--- src/rtl/sram_mem_arbiter_pkg.sv ---
// Shared definitions for the IF/MEM SRAM arbiter.
// Holds FSM state encodings, grant codes and default phase timing.
package sram_mem_arbiter_pkg;

    // Word transaction sequence: arbitrate, low half, high half, handshake.
    typedef enum logic [1:0] {
        ST_IDLE = 2'd0,
        ST_LO   = 2'd1,
        ST_HI   = 2'd2,
        ST_DONE = 2'd3
    } arb_state_e;

    localparam logic GRANT_IF  = 1'b0;
    localparam logic GRANT_MEM = 1'b1;

    localparam int unsigned ACC_CYCLES_DEF = 2;

    // Wide enough for the largest legal phase length (15).
    localparam int unsigned CNT_W = 4;

endpackage

--- src/rtl/sram_mem_arbiter_phase_counter.sv ---
// Loadable down-counter timing one 16-bit SRAM phase.
// Ports: clk, rst (sync, active-high), load_i (restart phase),
//        phase_first_o (first phase cycle), phase_last_o (last phase cycle).
module sram_mem_arbiter_phase_counter
    import sram_mem_arbiter_pkg::*;
#(
    parameter int unsigned ACC_CYCLES = ACC_CYCLES_DEF
) (
    input  logic clk,
    input  logic rst,
    input  logic load_i,
    output logic phase_first_o,
    output logic phase_last_o
);

    localparam logic [CNT_W-1:0] LOAD_VAL = CNT_W'(ACC_CYCLES - 1);

    logic [CNT_W-1:0] cnt_q;
    logic [CNT_W-1:0] cnt_d;

    // load_i is raised the cycle before a phase starts, so the first
    // phase cycle always sees the full count.
    always_comb begin
        cnt_d = cnt_q;
        if (load_i) begin
            cnt_d = LOAD_VAL;
        end else if (cnt_q != '0) begin
            cnt_d = cnt_q - 1'b1;
        end
    end

    always_ff @(posedge clk) begin
        if (rst) begin
            cnt_q <= '0;
        end else begin
            cnt_q <= cnt_d;
        end
    end

    assign phase_first_o = (cnt_q == LOAD_VAL);
    assign phase_last_o  = (cnt_q == '0);

endmodule

--- src/rtl/sram_mem_arbiter.sv ---
// Shares one 16-bit SRAM between the IF (read) and MEM (read/write) ports.
// Ports: clk/rst (sync, active-high); if_* and mem_* requester handshakes
//        (req held until one-cycle ready); busy; sram_* pad-side signals.
module sram_mem_arbiter
    import sram_mem_arbiter_pkg::*;
#(
    parameter int unsigned ACC_CYCLES = ACC_CYCLES_DEF,
    parameter int unsigned AW         = 18
) (
    input  logic          clk,
    input  logic          rst,
    input  logic          if_req,
    input  logic [31:0]   if_addr,
    output logic [31:0]   if_rdata,
    output logic          if_ready,
    input  logic          mem_req,
    input  logic          mem_we,
    input  logic [31:0]   mem_addr,
    input  logic [31:0]   mem_wdata,
    output logic [31:0]   mem_rdata,
    output logic          mem_ready,
    output logic          busy,
    output logic [AW-1:0] sram_addr,
    output logic [15:0]   sram_dq_out,
    output logic          sram_dq_oe,
    input  logic [15:0]   sram_dq_in,
    output logic          sram_we_n,
    output logic          sram_oe_n,
    output logic          sram_ce_n,
    output logic          sram_ub_n,
    output logic          sram_lb_n
);

    arb_state_e    state_q, state_d;
    logic          grant_q, grant_d;
    logic          last_grant_q, last_grant_d;
    logic          we_q, we_d;
    logic [AW-2:0] waddr_q, waddr_d;
    logic [31:0]   wdata_q, wdata_d;
    logic [31:0]   if_rdata_q, if_rdata_d;
    logic [31:0]   mem_rdata_q, mem_rdata_d;

    logic cnt_load;
    logic phase_first;
    logic phase_last;
    logic in_phase;
    logic hi_phase;

    sram_mem_arbiter_phase_counter #(
        .ACC_CYCLES(ACC_CYCLES)
    ) u_phase_cnt (
        .clk          (clk),
        .rst          (rst),
        .load_i       (cnt_load),
        .phase_first_o(phase_first),
        .phase_last_o (phase_last)
    );

    assign in_phase = (state_q == ST_LO) || (state_q == ST_HI);
    assign hi_phase = (state_q == ST_HI);

    always_comb begin
        state_d      = state_q;
        grant_d      = grant_q;
        last_grant_d = last_grant_q;
        we_d         = we_q;
        waddr_d      = waddr_q;
        wdata_d      = wdata_q;
        cnt_load     = 1'b0;
        unique case (state_q)
            ST_IDLE: begin
                if (if_req || mem_req) begin
                    // On contention, serve whoever did not win last time.
                    if (if_req && mem_req) begin
                        grant_d = ~last_grant_q;
                    end else begin
                        grant_d = mem_req ? GRANT_MEM : GRANT_IF;
                    end
                    last_grant_d = grant_d;
                    if (grant_d == GRANT_MEM) begin
                        we_d    = mem_we;
                        waddr_d = mem_addr[AW:2];
                    end else begin
                        we_d    = 1'b0;
                        waddr_d = if_addr[AW:2];
                    end
                    wdata_d  = mem_wdata;
                    cnt_load = 1'b1;
                    state_d  = ST_LO;
                end
            end
            ST_LO: begin
                if (phase_last) begin
                    cnt_load = 1'b1;
                    state_d  = ST_HI;
                end
            end
            ST_HI: begin
                if (phase_last) begin
                    state_d = ST_DONE;
                end
            end
            ST_DONE: begin
                state_d = ST_IDLE;
            end
            default: begin
                state_d = ST_IDLE;
            end
        endcase
    end

    // Read halves land on the last cycle of each phase, giving the
    // SRAM the full phase for its access time.
    always_comb begin
        if_rdata_d  = if_rdata_q;
        mem_rdata_d = mem_rdata_q;
        if (in_phase && !we_q && phase_last) begin
            if (grant_q == GRANT_MEM) begin
                if (hi_phase) begin
                    mem_rdata_d[31:16] = sram_dq_in;
                end else begin
                    mem_rdata_d[15:0] = sram_dq_in;
                end
            end else begin
                if (hi_phase) begin
                    if_rdata_d[31:16] = sram_dq_in;
                end else begin
                    if_rdata_d[15:0] = sram_dq_in;
                end
            end
        end
    end

    always_ff @(posedge clk) begin
        if (rst) begin
            state_q      <= ST_IDLE;
            grant_q      <= GRANT_IF;
            last_grant_q <= GRANT_IF;
            we_q         <= 1'b0;
            waddr_q      <= '0;
            wdata_q      <= '0;
            if_rdata_q   <= '0;
            mem_rdata_q  <= '0;
        end else begin
            state_q      <= state_d;
            grant_q      <= grant_d;
            last_grant_q <= last_grant_d;
            we_q         <= we_d;
            waddr_q      <= waddr_d;
            wdata_q      <= wdata_d;
            if_rdata_q   <= if_rdata_d;
            mem_rdata_q  <= mem_rdata_d;
        end
    end

    assign sram_addr   = in_phase ? {waddr_q, hi_phase} : '0;
    assign sram_ce_n   = ~in_phase;
    assign sram_oe_n   = ~(in_phase && !we_q);
    assign sram_dq_oe  = in_phase && we_q;
    assign sram_dq_out = hi_phase ? wdata_q[31:16] : wdata_q[15:0];
    // Strobe held off on the first phase cycle for address setup.
    assign sram_we_n   = ~(in_phase && we_q && !phase_first);
    assign sram_ub_n   = 1'b0;
    assign sram_lb_n   = 1'b0;

    assign if_ready  = (state_q == ST_DONE) && (grant_q == GRANT_IF);
    assign mem_ready = (state_q == ST_DONE) && (grant_q == GRANT_MEM);
    assign if_rdata  = if_rdata_q;
    assign mem_rdata = mem_rdata_q;
    assign busy      = (state_q != ST_IDLE);

    logic unused_addr_bits;
    assign unused_addr_bits = ^{if_addr[31:AW+1], if_addr[1:0],
                                mem_addr[31:AW+1], mem_addr[1:0]};

endmodule

--- config.mk ---
export PLATFORM = sky130hd
export DESIGN_NAME = sram_mem_arbiter
export DESIGN_NICKNAME = d
export VERILOG_FILES = /design/src/rtl/sram_mem_arbiter_pkg.sv /design/src/rtl/sram_mem_arbiter_phase_counter.sv /design/src/rtl/sram_mem_arbiter.sv
export SDC_FILE = /design/constraint.sdc
export NUM_CORES = 1
export LEC_CHECK = 0
export CAP_MARGIN = 0
export CELL_PAD_IN_SITES_DETAIL_PLACEMENT = 0
export CELL_PAD_IN_SITES_GLOBAL_PLACEMENT = 1
export CORE_ASPECT_RATIO = 1.2
export CORE_MARGIN = 8
export CORE_UTILIZATION = 27
export CTS_CLUSTER_SIZE = 40
export DETAILED_ROUTE_END_ITERATION = 6
export PLACE_DENSITY = 0.72
export SLEW_MARGIN = 20
export SYNTH_ARGS = -nofsm -noshare
export SYNTH_HDL_FRONTEND = slang
export SYNTH_SLANG_ARGS = --single-unit
--- constraint.sdc ---
create_clock -name clk -period 1.74 [get_ports clk]
set_input_delay 0.435 -clock clk [delete_from_list [all_inputs] [get_ports clk]]
set_output_delay 0.435 -clock clk [all_outputs]
set_load 0.05 [all_outputs]
==> Changelog: implementation, run 1 <==
### Implementation results

- Yosys warning count: 0
- Die width: 143 um
- Post-CTS Hold Fix Bufs: 0
- CTS tree: yes
- Crit path max-delay family: buffers and inverters
- Worst slew pin tran: 512 ps
- WS Path Type: reg2out
- Critical R2R Launch: state_q[1]
- Max Clk Rate: 0.478 GHz
- Leak: 3.71 nW
- H-tree depth: 4
- Port buffer count: 191
- Synth Seq Share: 46.7%
- RSZ-0062 raised after global routing: true
- Critical Path RT: 1300 ps
- Startpoint types: flip-flop
- Hpwl dp: 12500 um
- Tool warnings: 65
- Slew Limit Headroom: 65.9%
- Total gr overflow: 0
- Cell Area, Synth: 0.00519 sq mm
- Hold Crit Class: reg2reg
- CTS clock-pin slew for the worst setup and hold paths: 50 ps
- Leading area contributor after synthesis: dfxtp_1
- Number of global-route vias before repair: 5298
- Max-cap violations: 0
- P per Cell Area: 1660 mW/mm^2
- Mux contribution to synthesized area: 7.55%
- ANT nets after route: 0
- Worst Slack Setup Final: -350 ps
- Crit-path slowest cell: dfxtp_4
- Minimum clock period: 2090 ps
- Fa+ha+maj area frac: 1.93%
- R2r setup slk: -270 ps
- Period utilization: 120%
- Final Net Count: 954
- Worst Setup End Kind: output pin
- CP bufs+invs: 4
- Largest net degree at the start of global routing: 41
- Core area: 0.0189 sq mm
- Number of stages on the worst setup path: 6
- Final number of setup-violating endpoints: 103
- Latency at later pin: 420 ps
- Layout area overhead: 92.0%
- Avg Inst Size Synth: 8.49 sq um
- Clock root cell: clkbuf_16
- Worst Skew: 6.95 ps
- CP max stage delay: 390 ps
- FP Core Util: 27.5%
- Num CTS Buffers: 17
- Crit path capture: sram_addr[11]
- Worst r2r path cells: 9
- Crit Reg-Reg Endpoint: if_rdata[3]
- Yosys chip area: 0.00519 sq mm
- Top cells by area: dfxtp_1 47%, a21oi_1 9.5%, nand3_1 6.2%
- PnR Total Power: 0.0166 W
- First-pass GRT wire length: 30100 um
- Worst-path cell chain: inv_4 > ha_4 > buf_8 > clkbuf_16 > and2_4 > buf_12
- Simple share: 18.2%
- # IOs: 224
- Vias/cell: 4.84
- Max-slew violations: 0
- Cells after DPL: 1036
- Sinks on Clock Net: 121
- 1st-pass router iterations: 4
- Die Span Y: 168 um
- CP startpoint: state_q[1]
- Top-area cell share: 46.7%
- Failing checks: negative setup slack
- Status: finished, violations left
- Synthesized instance count: 611
- Ant. Diodes: 0
- Non-Filler Instances: 1098
- Number of remaining DRC errors: 0
- Maximum vdd drop: 757 uV
- Drt initial violations: 281
- Worst EP arrival: 1660 ps
- Setup TNS: -21890 ps
- Synth logic family: AND-OR/OR-AND gates
- Clock buffer depth: 2
- Netlist cell types: 39
- Crit-path max FO: 6
- Initial antenna violation count: 0
- XORs/XNORs by Area: 0%
- Yosys cell count: 611
- Layout cells sized above 1: 44.7%
- Yosys reg bits: 121
- Final GP Congestion: 0.746
- Post-Synth AOI/OAI Area: 19.5%
-- run 1: what timing repair did --
item | CTS | global route
endpoints found under the setup margin | 84 | 106
pin swaps | 48 | 38
gates cloned | 12 | 4
buffers inserted | 12 | 11
gates resized | 129 | 107
-- run 1: placed cells by master (no fill, tap or decap), types with 8 or more instances in the layout --
cell and n:
mux2_4 9, clkbuf_16 20, clkdlybuf4s50_1 85, nand3_2 35, a21oi_2 26, and2_4 19, buf_12 70, a211oi_1 19
nand3_4 8, dfxtp_1 119, nand2_1 65, nor2_1 21, buf_16 9, buf_6 15, o21ai_1 17, a21oi_1 72
o21ai_2 42, nand3_1 21, buf_4 73, mux2i_1 20, mux2_2 8
-- run 1: report_power, final --
group	internal [W]	total (W)	switching, W
clock	0.00251	0.00380	0.00129
combinational	0.00424	0.00912	0.00489
sequential	0.00331	0.00365	0.000341
total	0.0101	0.0166	0.00652
-- run 1: final cells by class --
cell class                 instances  area, sq um
clock buffer                      21          470
clock inverter                    11          169
fill                            1731         8900
inverter                           6         30.0
multi-input combinational        426         3220
sequential                       121         2430
tap                              256          320
timing repair buffer             257         3320
-- run 1: flip-flops by register name, summed over array words and instances (netlist names) --
name / cells
waddr_q: 17
if_rdata: 32
we_q: 1
last_grant_q: 1
u_phase_cnt.cnt_q: 4
state_q: 2
wdata_q: 32
mem_rdata: 32
-- run 1: logic make-up after synthesis --
kind of cell	count (synthesis)
AND-OR/OR-AND	188
adder cells (fa/ha/maj)	8
buffers and inverters	65
flip-flops	121
multiplexers	37
other	1
AND/OR/NAND/NOR	191
-- run 1: stage by stage --
stage	hold slack (ps)	setup WS, ps	util, %	area [sq um]
detailed placement	445	-152	42.5	8010
floorplan	433	-10.0	-	5290
finish	451	-350	52.8	9960
global route	468	-413	52.8	9960
CTS	452	-382	50.4	9510
global placement	441	-133	42.5	8010
-- run 1: worst min path at each step --
stage / cells past startpoint / endpoint / from
after CTS: 2 / wdata_q[2] / wdata_q[2]
final: 2 / wdata_q[17] / wdata_q[17]
after floorplan: 2 / wdata_q[16] / wdata_q[16]
after detailed placement: 2 / wdata_q[3] / wdata_q[3]
after global placement: 2 / wdata_q[17] / wdata_q[17]
after global routing: 2 / wdata_q[20] / wdata_q[20]
-- run 1: worst register-to-register path, stage by stage (launching register included) --
cell,delay (ps)
dfxtp_4,390
inv_4,50
ha_4,260
buf_4,100
buf_6,80
or4b_4,520
buf_12,170
buf_16,140
o21ai_2,120
a21oi_1,70
-- run 1: synth_stat cells, drive strengths merged --
cell type  instances
mux2i             20
nand3             64
ha                 8
nand3b             3
nor2              22
nor3               2
clkbuf            33
conb               1
a32oi              1
or4b               1
o21ai             65
dfxtp            121
and3b              1
a21boi             1
nand2             66
o21bai             1
or2                1
nor4b              1
nor3b              2
buf               26
o21a               1
nand4bb            1
inv                6
a21oi             98
nand2b             5
and2              19
nor2b              1
or3b               1
and4bb             1
o32a               1
mux2              17
a211oi            19
a311oi             1
-- run 1: metal layers --
layer / global-route usage, % / share of wire (%) / up-vias
li1: - / - / 2599
met1: 18.9 / 40 / 2509
met2: 27.0 / 51 / 186
met3: 4.47 / 6.6 / 21
met4: 6.90 / 1.8 / 0
met5: 0 / 0 / -
### Cell classes on the final placement, run 1

Bar = 50 um. Fill, decap, tap and diode cells in grey.
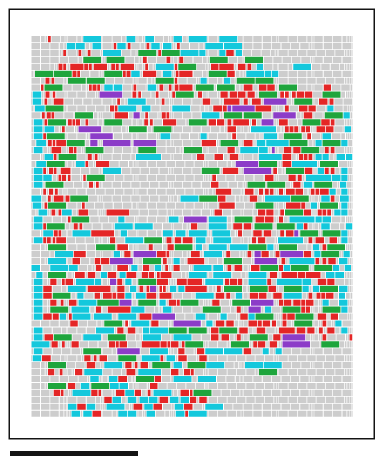
legend:
  flops:
    colour: green
    cells: 121
  all other logic:
    colour: red
    cells: 432
  other buffers and delay cells:
    colour: cyan
    cells: 257
  clock drivers and dummy loads:
    colour: purple
    cells: 32
FP Rows: 55
sequential share of cell area: 24.4%

### Wire density map, run 1

The die is cut into 29 by 34 equal tiles; black is low, pale yellow is high, scaled to the fullest tile. Values are wire area over tile area, all layers added.
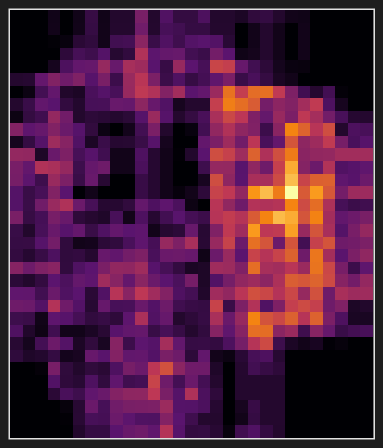
fullest tile: 0.58
densest ninth of the die: east
tiles over half the peak: 9.3%
WL/cell: 18.1 um
via count: 5315

### Signal wires by layer, run 1

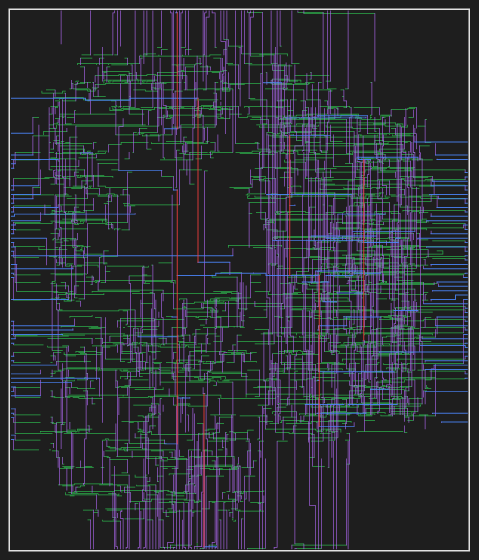
legend:
  met4:
    colour: red
    wire_length: 360 um
  met3:
    colour: blue
    wire_length: 1320 um
  met2:
    colour: purple
    wire_length: 10200 um
  met1:
    colour: green
    wire_length: 8010 um
routed wire length: 19900 um
GRT Util Overall: 16.1%

### Cell outlines without signal wires, run 1

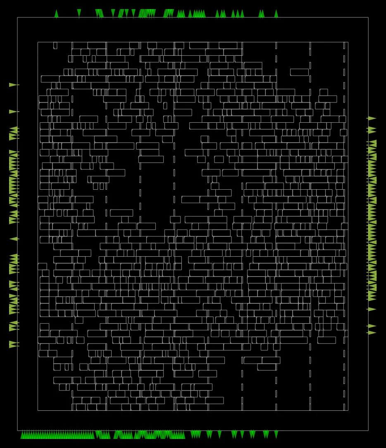

--- run 2 (diff from run 1) ---
--- a/config.mk
+++ b/config.mk
@@ -10,10 +10,12 @@
 export CELL_PAD_IN_SITES_GLOBAL_PLACEMENT = 1
 export CORE_ASPECT_RATIO = 1.2
 export CORE_MARGIN = 8
-export CORE_UTILIZATION = 27
+export CORE_UTILIZATION = 40
 export CTS_CLUSTER_SIZE = 40
 export DETAILED_ROUTE_END_ITERATION = 6
-export PLACE_DENSITY = 0.72
+export DONT_BUFFER_PORTS = 1
+export PLACE_DENSITY = 0.7
+export RECOVER_POWER = 50
 export SLEW_MARGIN = 20
 export SYNTH_ARGS = -nofsm -noshare
 export SYNTH_HDL_FRONTEND = slang
### Cell outlines without signal wires, run 2

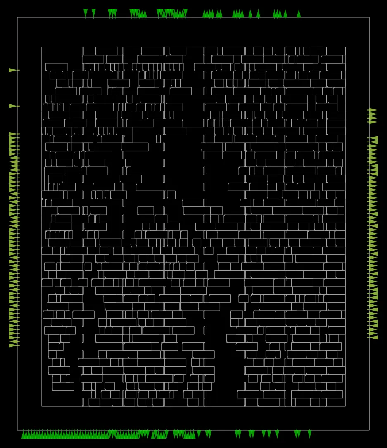
n_taps: 164
Non-Filler Instances: 821
Final Util: 63.0%
core area: 0.0127 sq mm
sequential share of cell area: 30.4%

### Metal 1, run 2

Supply wires on this layer in grey.
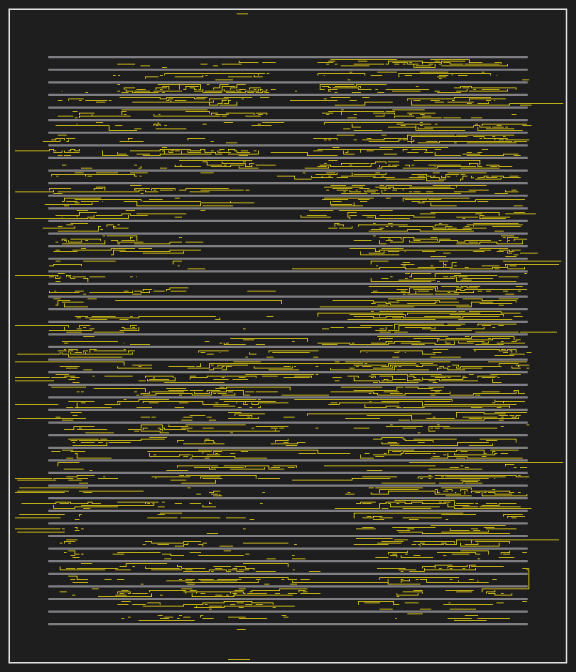
nets with wire on the layer: 677
longest straight run: 35.9 um
share of all routed wire: 35%
routed wire length: 20000 um
via count: 4853
met1 GRT Util: 21.5%

==> Changelog: implementation, run 2 <==
### Implementation results

- Critical Path RT: 1300 ps
- Worst Skew: 9.33 ps
- Fa+ha+maj area frac: 1.93%
- Vias/cell: 5.91
- CP max stage delay: 400 ps
- Simple share: 18.2%
- Worst EP arrival: 1610 ps
- Final Net Count: 770
- Synthesized instance count: 611
- Worst slew pin tran: 690 ps
- Clock buffer depth: 2
- # IOs: 224
- Die Span Y: 141 um
- Maximum vdd drop: 909 uV
- Port buffer count: 0
- Layout area overhead: 53.8%
- Yosys reg bits: 121
- Dpl cell area: 0.00562 sq mm
- Slew Limit Headroom: 53.9%
- FP Core Util: 40.9%
- Period utilization: 118%
- Ant. Diodes: 0
- Num CTS Buffers: 17
- Worst Hold Path Cells: 1
- Sinks on Clock Net: 121
- Synth Seq Share: 46.7%
- RSZ-0062 raised after global routing: true
- CTS clock-pin slew for the worst setup and hold paths: 50 ps
- Top cells by count: 121 x dfxtp_1, 98 x a21oi_1, 66 x nand2_1
- First-pass GRT wire length: 27200 um
- ANT nets after route: 0
- 1st-pass router iterations: 5
- Die width: 120 um
- Top cells by area: dfxtp_1 47%, a21oi_1 9.5%, nand3_1 6.2%
- Netlist cell types: 39
- Avg Inst Size Synth: 8.49 sq um
- Number of enable flip-flop cells: 0
- Final GP Congestion: 0.815
- Leading area contributor after synthesis: dfxtp_1
- CTS tree: yes
- Clock root cell: clkbuf_16
- Initial antenna violation count: 0
- Mux contribution to synthesized area: 7.55%
- Ys async rst share: 0%
- Failing checks: negative setup slack
- Final Hold Vio Count: 0
- Synth logic family: AND-OR/OR-AND gates
- Status: finished, violations left
- Max-cap violations: 0
- Leak: 2.70 nW
- P per Cell Area: 1910 mW/mm^2
- Crit-path max FO: 10
- Worst Slack Setup Final: -305 ps
- Worst-path cell chain: inv_4 > ha_4 > buf_12 > mux2_4
- Max-slew violations: 0
- Synth top cell by count: dfxtp_1
- Fin area: 0.00798 sq mm
- Crit-path slowest cell: mux2_4
- Die area: 0.0169 sq mm
- FP Rows: 45
- Latency at later pin: 420 ps
- Post-CTS Hold Fix Bufs: 0
- Tool warnings: 67
- Most frequent cells in the layout: 119 x dfxtp_1, 65 x nand2_1, 49 x a21oi_2, 49 x a21oi_1
- Startpoint types: flip-flop
- Yosys warning count: 0
- Max Clk Rate: 0.489 GHz
- WS Path Type: reg2out
- Minimum clock period: 2050 ps
- Worst r2r path cells: 9
- Post-Synth AOI/OAI Area: 19.5%
- Cells after DPL: 752
- Hpwl dp: 10600 um
- Number of global-route vias before repair: 4762
- Worst Setup End Kind: output pin
- Cell Area, Synth: 0.00519 sq mm
- XORs/XNORs by Area: 0%
- Largest net degree at the start of global routing: 124
- H-tree depth: 4
- Layout cells sized above 1: 48.2%
- Main flop type after synthesis: dfxtp_1
- Dominant logic cell type in the layout: dfxtp_1
- Yosys cell count: 611
- Yosys chip area: 0.00519 sq mm
- Top-area cell share: 46.7%
- Total gr overflow: 0
- Final number of setup-violating endpoints: 106
- Number of remaining DRC errors: 0
- Hold Crit Class: in2reg
- Drt initial violations: 374
### Signal wires by layer, run 2

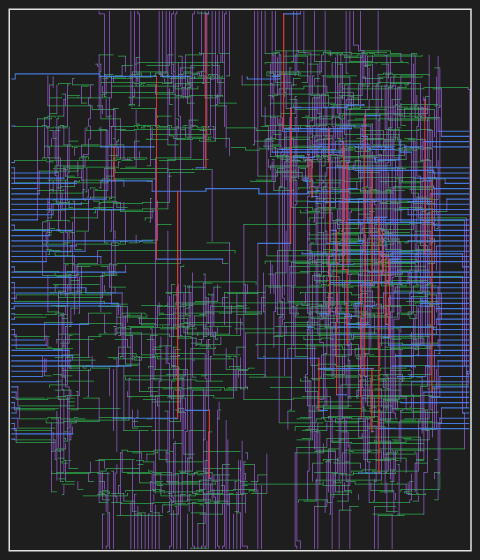
legend:
  met2:
    colour: purple
    wire_length: 10100 um
  met1:
    colour: green
    wire_length: 7060 um
  met4:
    colour: red
    wire_length: 801 um
  met3:
    colour: blue
    wire_length: 2010 um
GRT Util Overall: 20.7%
WL/cell: 24.3 um

## run 2: path summary, 6_finish.rpt
| path | from | slack (ps) | end |
|---|---|---|---|
| hold / removal | rst | 80 | waddr_q[5] |
| setup / recovery | state_q[0] | -310 | sram_dq_out[7] |
| setup reg to reg | state_q[1] | -220 | if_rdata[21] |
| hold reg to reg | wdata_q[14] | 440 | wdata_q[14] |
## run 2: area by class of cell
class	instances	area [sq um]
clock inverters	9	75.1
well taps	164	205
flip-flops and latches	121	2430
inverters	6	32.5
clock buffers	22	464
multi-input cells	426	3630
fillers	981	4690
repair buffers	73	1140
## run 2: layer usage
layer	vias up	routed length, um	global-route usage [%]	share of wire [%]
met5	-	0	0	0
met4	0	800	10.3	4.0
met3	59	2010	9.63	10
met2	248	10100	34.4	51
met1	2328	7060	21.5	35
li1	2218	-	-	-
## run 2: cells by family after synthesis
kind of cell               count (synthesis)
and+or+nand+nor                          191
DFF                                      121
AOI/OAI and AO/OA                        188
other                                      1
muxes                                     37
adders and majority gates                  8
buffers and inverters                     65
## run 2: critical path: cells and delay by family (launching register included)
family | cells | cell delay [ps]
mux | 1 | 400
buf+inv | 2 | 250
flops | 1 | 330
fa+ha+maj | 1 | 190
## run 2: per-stage QoR
| stage | setup slack (ps) | TNS (ps) | hold WS (ps) | total power [W] | util, % |
|---|---|---|---|---|---|
| 2_1_floorplan | -10.0 | -104 | 433 | 0.00766 | - |
| 3_3_place_gp | 5.65 | 0 | 433 | 0.00878 | 44.4 |
| 3_5_place_dp | -61.8 | -481 | 438 | 0.00888 | 44.4 |
| 4_1_cts | -321 | -17790 | 83.2 | 0.0143 | 56.7 |
| 5_1_grt | -346 | -22630 | 71.2 | 0.0159 | 63.0 |
| 6_report | -305 | -17520 | 84.6 | 0.0153 | 63.0 |
## run 2: power by group
part / switching, W / internal [W] / total, W / leakage [nW]
registers: 0.000907 / 0.00331 / 0.00421 / 0.989
logic: 0.00455 / 0.00324 / 0.00779 / 1.45
clock network: 0.00126 / 0.00201 / 0.00327 / 0.265
total: 0.00672 / 0.00856 / 0.0153 / 2.70
## run 2: what timing repair did
| item | CTS | global route |
|---|---|---|
| setup buffers | 17 | 10 |
| gates resized | 164 | 155 |
| cloned | 12 | 9 |
| pin swaps | 96 | 70 |
| endpoints found under the setup margin | 91 | 106 |
Power figures rest on the tool's default switching activity, not on a simulated workload.
